## config.mk

```make
export PLATFORM = sky130hd
export DESIGN_NAME = counter_sequencer
export DESIGN_NICKNAME = d
export VERILOG_FILES = /design/src/rtl/counter_pkg.sv /design/src/rtl/counter_core.sv /design/src/rtl/counter_sequencer.sv
export SDC_FILE = /design/constraint.sdc
export NUM_CORES = 1
export LEC_CHECK = 0
export CAP_MARGIN = 10
export CORE_UTILIZATION = 49
export DETAILED_ROUTE_END_ITERATION = 10
export PLACE_DENSITY = 0.78
export RECOVER_POWER = 100
export SKIP_LAST_GASP = 1
export SYNTH_ARGS = -nofsm -noshare
export SYNTH_HDL_FRONTEND = slang
export SYNTH_SLANG_ARGS = --single-unit
```

## constraint.sdc

```tcl
create_clock -name Clk -period 1.63 [get_ports Clk]
set_input_delay 0.163 -clock Clk [delete_from_list [all_inputs] [get_ports Clk]]
set_output_delay 0.163 -clock Clk [all_outputs]
set_load 0.1 [all_outputs]
```

## src/rtl/counter_pkg.sv

```systemverilog
// counter_pkg: shared state encoding, default widths and reset constants for the counter sequencer
package counter_pkg;
   typedef enum logic {IDLE = 1'b0, RUN = 1'b1} state_t;
   localparam int DEF_N = 4;
   localparam int DEF_PRESCALE_W = 4;
   localparam logic LIMIT_RST_BIT = 1'b1;
endpackage

```

## src/rtl/counter_core.sv

```systemverilog
// counter_core: N-bit up-counter register with synchronous clear (priority) and enable
module counter_core
   import counter_pkg::*;
#(
   parameter int N = DEF_N
) (
   input  logic         Clk,
   input  logic         Reset,
   input  logic         clr,
   input  logic         en,
   output logic [N-1:0] q
);
   always_ff @(posedge Clk or negedge Reset)
      if (!Reset) q <= '0;
      else if (clr) q <= '0;
      else if (en) q <= q + 1'b1;
endmodule

```

## src/rtl/counter_sequencer.sv

```systemverilog
// counter_sequencer: configures and sequences a prescaled up-counter in one-shot or periodic mode,
// pulsing Done once per terminal-count event.
module counter_sequencer
   import counter_pkg::*;
#(
   parameter int N          = DEF_N,
   parameter int PRESCALE_W = DEF_PRESCALE_W
) (
   input  logic                  Clk,
   input  logic                  Reset,
   input  logic                  Cfg_Valid,
   output logic                  Cfg_Ready,
   input  logic [N-1:0]          Cfg_Limit,
   input  logic [PRESCALE_W-1:0] Cfg_Prescale,
   input  logic                  Cfg_Periodic,
   input  logic                  Start,
   input  logic                  Stop,
   input  logic                  Hold,
   output logic [N-1:0]          Count,
   output logic                  Busy,
   output logic                  Done
);
   state_t                state, state_nx;
   logic [N-1:0]          lim;
   logic [PRESCALE_W-1:0] pre, psc;
   logic                  periodic, run, go, step, term;
   assign run  = state == RUN;
   assign go   = !run && Start;
   assign step = run && !Hold && psc == pre;
   assign term = step && Count == lim;
   always_ff @(posedge Clk or negedge Reset)
      if (!Reset) state <= IDLE;
      else state <= state_nx;
   always_comb
      state_nx = run ? ((Stop || (term && !periodic)) ? IDLE : RUN) : (Start ? RUN : IDLE);
   always_comb begin
      Busy      = run;
      Cfg_Ready = !run;
   end
   always_ff @(posedge Clk or negedge Reset)
      if (!Reset) begin
         lim      <= {N{LIMIT_RST_BIT}};
         pre      <= '0;
         periodic <= 1'b0;
      end else if (Cfg_Valid && Cfg_Ready) begin
         lim      <= Cfg_Limit;
         pre      <= Cfg_Prescale;
         periodic <= Cfg_Periodic;
      end
   // Stop wins over a coinciding terminal event: no Done, no wrap
   always_ff @(posedge Clk or negedge Reset)
      if (!Reset) begin
         psc  <= '0;
         Done <= 1'b0;
      end else begin
         psc  <= (go || step) ? '0 : (run && !Hold) ? psc + 1'b1 : psc;
         Done <= term && !Stop;
      end
   counter_core #(.N(N)) u_core (
      .Clk   (Clk),
      .Reset (Reset),
      .clr   (go || (term && !Stop)),
      .en    (step && !Stop),
      .q     (Count)
   );
endmodule
```

==> impl_metrics.toml, run 1 <==
# yosys + openroad results
[layout]
mostFrequentLayoutCells = "clkdlybuf4s50_1 (13), dfrtp_1 (12), mux2_2 (7), buf_4 (5)"
drive_above_1_share_pct = 36.3

[clock_tree]
ctsHoldBuffers = 0
cts_root_buffer = "clkbuf_4"
clockBufferDepth = 2
postCtsSetupRepairBufs = 0
cts_buffers = 3
ctsHtreeMaxLevel = 1
cts_tree = "yes"

[placement]
io_buffer_count = 21

[yosys]
ys_sh_adder_pct = 2.44
top_cells_by_count = "dfrtp_1 (15), mux2_2 (7)"
aoi_share_pct = 8.77
ys_seq_share_pct = 46.8
synth-main-ff-cell = "dfrtp_1"
largest_area_cell = "dfrtp_1"
synthCells = 81
top_area_share_pct = 36.5

[power_and_ir_drop]
p_leak_nw = 0.539
p_comb_mw = 0.504
clock_power_mw = 0.241
power_frac_seq_pct = 46.9
p_clk_share_pct = 17.1
power_frac_comb_pct = 36.0

[setup_path]
cp-start-kind = "register"
worst-setup-path-type = "reg2reg"
critPathMaxStageDelay_ns = 0.54

[global_routing]
antenna_found_initial = 0
grt_pass1_vias = 713
grt_overflow = 0

[run]
maxCapViolations = 0

[sta]
slew_headroom_pct = 31.2
setup_viol = 0
slew_viol_final = 0
tightest_slew_ns = 1.03

[route]
drtIter0Drc = 17
ant_nets = 0

[die]
dieArea_um2 = 2280
rows = 16

[worst_hold_path]
hp-class = "in2reg"

[run_status]
status = "complete, no violations"
==> run 1: area by class of cell <==
cell class	instances	area [um2]
fill	156	583
inverter	2	10.0
multi-input combinational	59	547
tap	27	33.8
clock inverter	1	5.00
clock buffer	3	22.5
timing repair buffer	29	269
sequential	19	492
==> run 1: state kept, by name, indices dropped and copies added (netlist names) <==
signal    flops
periodic      1
Done          1
pre           4
psc           4
u_core.q      4
Busy          1
lim           4
==> run 1: routing by layer <==
metal	track usage, %	routed length [um]	vias to the layer above
li1	-	-	365
met1	24.6	898	373
met2	33.8	1190	20
met3	4.15	75	0
met4	6.67	0	0
met5	0	0	-
==> run 1: stage by stage <==
stage	instances	setup TNS, ns	hold slack [ns]	setup slack (ns)
after CTS	137	0	0.202	0.0349
after floorplan	81	0	-0.133	0.00576
final	140	0	0.472	0.0499
after global placement	133	0	0.518	0.125
after detailed placement	133	0	0.522	0.0534
after global routing	140	-0.0324	0.466	-0.0207
==> run 1: worst max-delay path: cells and delay by family, from the launching register on <==
family | cells | cell delay, ns
AND-OR/OR-AND | 2 | 0.52
XOR/XNOR | 1 | 0.20
flip-flops | 1 | 0.54
AND/OR/NAND/NOR | 1 | 0.19
==> run 1: path summary, 6_finish.rpt <==
kind	start	cells after the start	end	slack, ns
setup / recovery	u_core.q[1]$_DFFE_PN0P_	4	u_core.q[2]$_DFFE_PN0P_	0.05
hold / removal	Cfg_Limit[3]	2	lim[3]$_DFFE_PN1P_	0.47
setup reg to reg	u_core.q[1]$_DFFE_PN0P_	4	u_core.q[2]$_DFFE_PN0P_	0.05
hold reg to reg	pre[1]$_DFFE_PN0P_	1	pre[1]$_DFFE_PN0P_	0.54
max in group asynchronous	Reset	2	u_core.q[2]$_DFFE_PN0P_	0.33
min in group asynchronous	Reset	2	u_core.q[3]$_DFFE_PN0P_	0.55
==> run_1/congestion.png <==
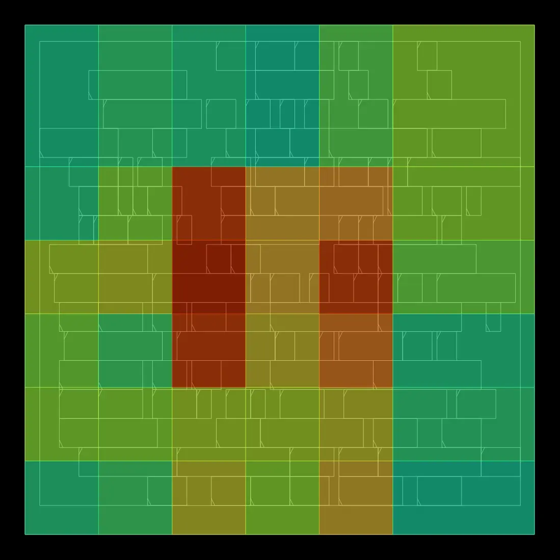
M3 GR Usage: 4.15%
Total GRT Usage: 19.7%
gr busiest metal: met2
wire per inst: 15.4 um
final core occ: 70.3%

==> run_1/logic_types.png <==
Scale: 6 px per um.
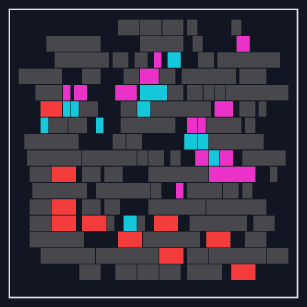
[nor cells] cyan | cells: 11 | most used: nor2_1
[nand cells] magenta | cells: 13
[mux cells] red | cells: 10 | most used: mux2_2
most frequent logic cell in the layout: clkdlybuf4s50_1
final std cells w/o fill: 140
logic share of the area: 39.7%

==> run_1/io_placement.png <==
Scale: 10 px per um. Pins as bars across the die edge, other pins in gray.
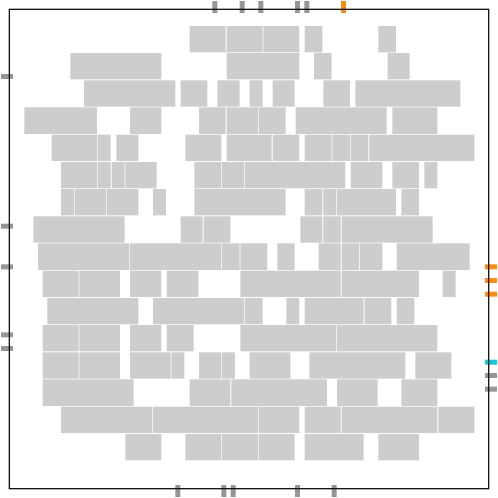
[`Count`] orange | pins: 4 | direction: output | edge: 3 east, 1 north
[`Reset`] cyan | pins: 1 | direction: input | edge: east
all pins by edge: 6 north, 6 east, 5 south, 5 west

==> run_1/detail.png <==
Window x 11 to 36, y 2 to 27 um. Cells in gray, sequential cells in the stronger gray; small squares are vias.
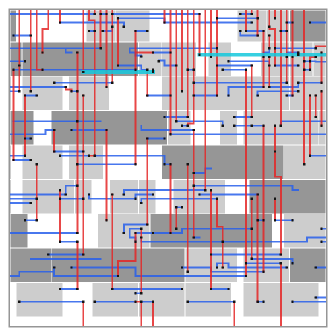
[metal 2] red
[metal 1] blue
[metal 3] cyan
most frequent: clkdlybuf4s50_1 (5), mux2_2 (4)
netlist names of flops here include: `lim` (3)
sequential cells in the window: 6
cells with their middle in the window: 37

## Run 2: what changed since run 1
==> constraint.sdc (replaced) <==
create_clock -name Clk -period 1.63 [get_ports Clk]
set_input_delay 0.163 -clock Clk [delete_from_list [all_inputs] [get_ports Clk]]
set_output_delay 0.163 -clock Clk [all_outputs]
set_load 0.02 [all_outputs]
==> run_2/detail.png <==
Window x 11 to 36, y 2 to 27 um. Cells in gray, sequential cells in the stronger gray; small squares are vias.
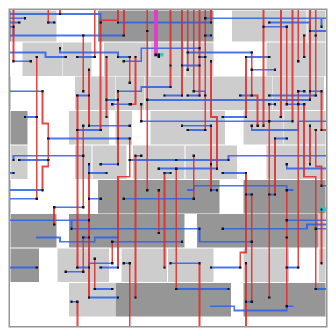
[metal 3] cyan
[metal 1] blue
[metal 4] magenta
[metal 2] red
sequential cells in the window: 7
cells with their middle in the window: 34
most frequent: clkdlybuf4s50_1 (4), dfstp_2 (4)
netlist names of flops here include: `lim` (4)

==> run 2 against run 1 <==
Effect of this change: die area is the same; via count shrank 2.0%; sequential cell count did not move; sequential share of layout area rose by 1.0 points; combinational power decreased by about 20%; register-to-register slack improved by 0.06 ns; clock skew up 0.0029 ns; first-iteration DRC count grew 12%; maximum frequency grew 2.5%; global-route usage increased by 2.0 points; critical path type is now reg2out; largest cell class unchanged.
==> impl_metrics.toml, run 2 <==
# yosys + openroad results
[run_status]
status = "complete, no violations"

[setup_path]
cp_num_cells = 1
cp-start-kind = "register"
worst-setup-path-type = "reg2out"
r2r_slack_ns = 0.11
critPathMaxStageDelay_ns = 0.62
endpoint = "Count[3]"
path_buffers = 1
r2r_start = "psc[0]$_DFFE_PN0P_"
reg2regPathDepth = 4

[die]
rows = 16
dieArea_um2 = 2280

[layout]
drive_above_1_share_pct = 24.5
final_util_pct = 66.9
fillCellCount = 181
layout_top_cell = "clkdlybuf4s50_1"
mostFrequentLayoutCells = "clkdlybuf4s50_1 (15), dfrtp_1 (14), clkbuf_1 (7), mux2_2 (6)"
logic_area_um2 = 547
layout.area.seq_um2 = 482

[sta]
tightest_slew_ns = 1.03
slew_headroom_pct = 31.6
setup_viol = 0
worst_slack_ns = 0.0888
slew_viol_final = 0

[worst_hold_path]
min_from = "Cfg_Prescale[2]"
worstHoldEndpoint = "pre[2]$_DFFE_PN0P_"
hold_depth = 2
hp-class = "in2reg"

[placement]
post-place-ws_ns = 0.0885
io_buffer_count = 21

[global_routing]
grt_pass1_vias = 776
grt_overflow = 0

[clock_tree]
cts_buffers = 3
clockBufferDepth = 2
ctsHtreeMaxLevel = 1
cts_root_buffer = "clkbuf_4"
cts_tree = "yes"
postCtsSetupRepairBufs = 0

[route]
drtIter0Drc = 19
ant_nets = 0
wl_per_cell_um = 14.7

[yosys]
top_area_share_pct = 36.5
aoi_share_pct = 8.77
ys_sh_adder_pct = 2.44
synthCells = 81
ys_seq_share_pct = 46.8
synth-main-ff-cell = "dfrtp_1"

[power_and_ir_drop]
p_leak_nw = 0.506

[run]
maxCapViolations = 0
run 2: netlist changes by cell type in the layout (fill, tap and decap cells not counted), sizes merged:
cell           change
buf                -8
clkbuf             +2
clkdlybuf4s50      +2
clkinv             -1
dlygate4sd2        +1
dlygate4sd3        +1
run 2: final cells by class:
class / instances / area share [%]
inverter: 2 / 0.572
timing repair buffer: 26 / 16.5
tap: 27 / 2.57
multi-input combinational: 59 / 41.7
clock buffer: 4 / 2.00
sequential: 19 / 36.7
run 2: power breakdown:
part,switching (mW),leakage [nW],internal (mW),total [mW]
logic,0.200,0.256,0.204,0.404
clock network,0.140,0.0150,0.0953,0.236
registers,0.0853,0.235,0.566,0.651
total,0.426,0.506,0.865,1.29
run 2: per-stage QoR:
| stage | hold slack, ns | setup TNS, ns | cells | cell area (um2) |
|---|---|---|---|---|
| 6_report | 0.477 | 0 | 137 | 1310 |
| 5_1_grt | 0.486 | -0.0000276 | 137 | 1310 |
| 4_1_cts | 0.186 | 0 | 137 | 1330 |
| 3_5_place_dp | 0.521 | 0 | 133 | 1300 |
| 3_3_place_gp | 0.520 | 0 | 133 | 1300 |
| 2_1_floorplan | -0.133 | 0 | 81 | 1030 |
run 2: logic make-up (layout without fill, tap and decap cells):
logic type / after synthesis / in the layout
simple gates: 26 / 26
flops: 19 / 19
xor+xnor: 11 / 11
compound gates: 10 / 10
mux: 10 / 10
buf+inv: 3 / 32
fa+ha+maj: 2 / 2
run 2: what timing repair did:
action,in CTS,in global routing
hold buffers,0,0
resized,2,4
pin swaps,0,0
endpoints found under the setup margin,2,4
run 2: per-layer routing:
layer	vias up	routed length, um	part of all wire [%]	track usage [%]
met1	363	869	43	24.2
li1	355	-	-	-
met4	0	14	0.70	10.0
met5	-	0	0	0
met3	2	80	4.0	4.91
met2	23	1050	52	39.2
## Run 3: what changed since run 2
--- a/config.mk
+++ b/config.mk
@@ -10,7 +10,6 @@
 export DETAILED_ROUTE_END_ITERATION = 10
 export PLACE_DENSITY = 0.78
 export RECOVER_POWER = 100
-export SKIP_LAST_GASP = 1
 export SYNTH_ARGS = -nofsm -noshare
 export SYNTH_HDL_FRONTEND = slang
 export SYNTH_SLANG_ARGS = --single-unit
==> constraint.sdc (replaced) <==
create_clock -name Clk -period 1.65 [get_ports Clk]
set_input_delay 0.165 -clock Clk [delete_from_list [all_inputs] [get_ports Clk]]
set_output_delay 0.165 -clock Clk [all_outputs]
set_load 0.02 [all_outputs]
==> run_3/io_placement.png <==
Scale: 10 px per um. Pins as bars across the die edge, other pins in gray.
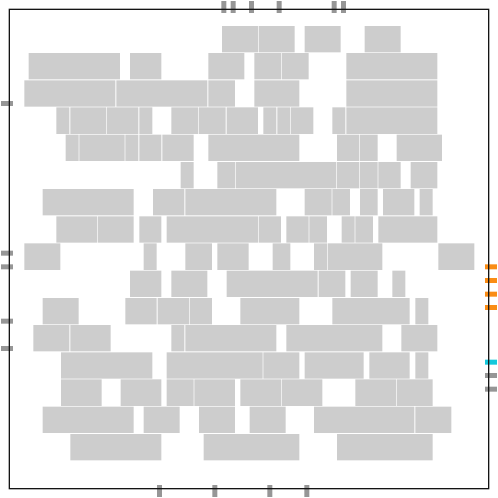
die extent in x: 47.8 um
input/output buffers: 21
die height: 47.8 um

==> run 3 against run 2 <==
Effect of this change: worst setup slack lost 0.016 ns; combinational power decreased by 2%; synthesized cell count unchanged; clock-buffer cell count is the same; worst hold slack improved by 0.0043 ns; sequential share of layout area hardly changed.
==> impl_metrics.toml, run 3 <==
# yosys + openroad results
[power_and_ir_drop]
p_leak_nw = 0.514
p_comb_mw = 0.395
switching_share_pct = 32.1
pg_seq_mw = 0.641
power_frac_comb_pct = 31.4
p_int_mw = 0.856
p_sw_mw = 0.405
clock_power_mw = 0.224
power_frac_seq_pct = 50.8
p_clk_share_pct = 17.8

[clock_tree]
cts_tree = "yes"
cts_resized = 1
cts_buffers = 3
ctsHtreeMaxLevel = 1
clockBufferDepth = 2

[layout]
layout.area.seq_um2 = 480
drive_above_1_share_pct = 25.2
fillCellCount = 166
mostFrequentLayoutCells = "dfrtp_1 (15), clkdlybuf4s50_1 (15), mux2_2 (7), clkbuf_1 (6)"

[worst_hold_path]
hp-class = "in2reg"

[run_status]
status = "complete, no violations"

[route]
ant_nets = 0
drtIter0Drc = 5
highest_layer = "met4"
wl_met1_um = 788
wl_per_cell_um = 13.5

[setup_path]
worst-setup-path-type = "reg2out"
crit_family = "buffers and inverters"
critPathMaxStageDelay_ns = 0.59
path_buffers = 2

[die]
rows = 16
dieArea_um2 = 2280

[global_routing]
top_usage_layer = "met2"
gr-usage-met3_pct = 3.02
antenna_found_initial = 0
grt.total_usage_pct = 19.9
grt_overflow = 0

[sta]
tightest_slew_ns = 1.02
hold_ws_ns = 0.482
setup_viol = 0
setup_tns_ns = 0
slew_viol_final = 0

[yosys]
top_area_share_pct = 36.5
[run 3: logic make-up (layout without fill, tap and decap cells)]
family                   Yosys count  in the layout
AND-OR/OR-AND                     10             10
XOR/XNOR                          11             11
adder cells (fa/ha/maj)            2              2
buffers and inverters              3             33
flip-flops                        19             19
multiplexers                      10             10
AND/OR/NAND/NOR                   26             26
[run 3: through the flow]
step / total power [mW] / std cells / utilization (%) / instance area (um2) / worst slack, ns
floorplan: 0.924 / 81 / - / 1030 / 0.204
global placement: 1.04 / 134 / 66.8 / 1310 / 0.111
detailed placement: 1.06 / 134 / 66.8 / 1310 / 0.116
CTS: 1.29 / 138 / 68.1 / 1340 / 0.00352
global route: 1.34 / 138 / 66.8 / 1310 / 0.000604
finish: 1.26 / 138 / 66.8 / 1310 / 0.0727
[run 3: cell type report]
cell class                 instances  share of cell area [%]
multi-input combinational         59                    40.8
inverter                           2                   0.573
tap                               27                    2.58
clock buffer                       4                    2.01
sequential                        19                    36.7
timing repair buffer              27                    17.4
[run 3: path summary, 6_finish.rpt]
path | from | end | slack (ns) | cells after the start
max in group asynchronous | Reset | u_core.q[2]$_DFFE_PN0P_ | 0.48 | 2
worst min-delay path | Cfg_Prescale[2] | pre[2]$_DFFE_PN0P_ | 0.48 | 2
worst max register to register | lim[0]$_DFFE_PN1P_ | u_core.q[3]$_DFFE_PN0P_ | 0.13 | 4
worst max-delay path | u_core.q[2]$_DFFE_PN0P_ | Count[2] | 0.07 | 2
worst min register to register | periodic$_DFFE_PN0P_ | periodic$_DFFE_PN0P_ | 0.54 | 1
min in group asynchronous | Reset | psc[3]$_DFFE_PN0P_ | 0.56 | 2

==> notes/layouts.md <==
Pictures saved along the way, in no particular order.

Cell classes on the final placement.
Scale: 8 px per um.
(a)
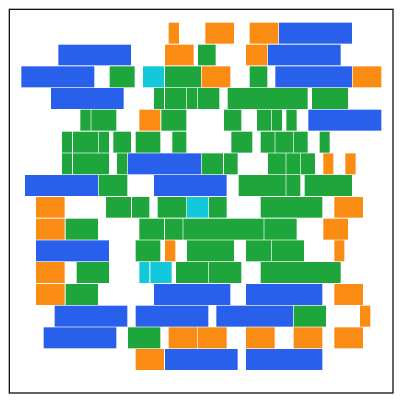
(b)
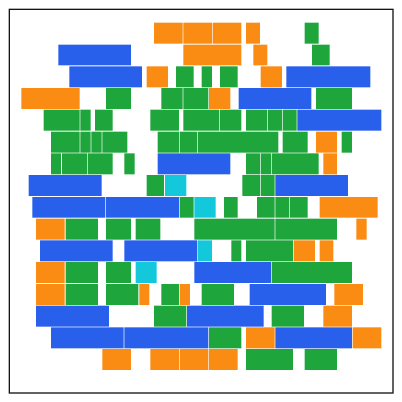
(c)
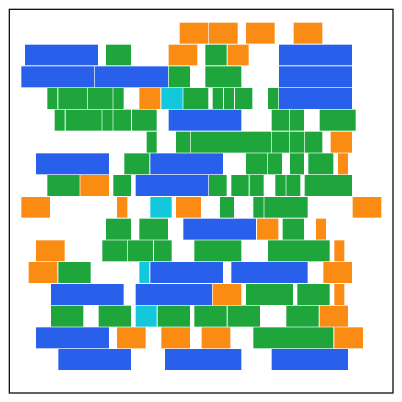
| from | picture |
|---|---|
| run 2 | (a) |
| run 3 | (c) |
| run 1 | (b) |

Key to (b):
[clock drivers and dummy loads] cyan | cells: 4
[combinational and other logic] green | cells: 61
[remaining buffers and delay cells] orange | cells: 29
[sequential cells] blue | cells: 19

Power is estimated from default activity; no workload was simulated.
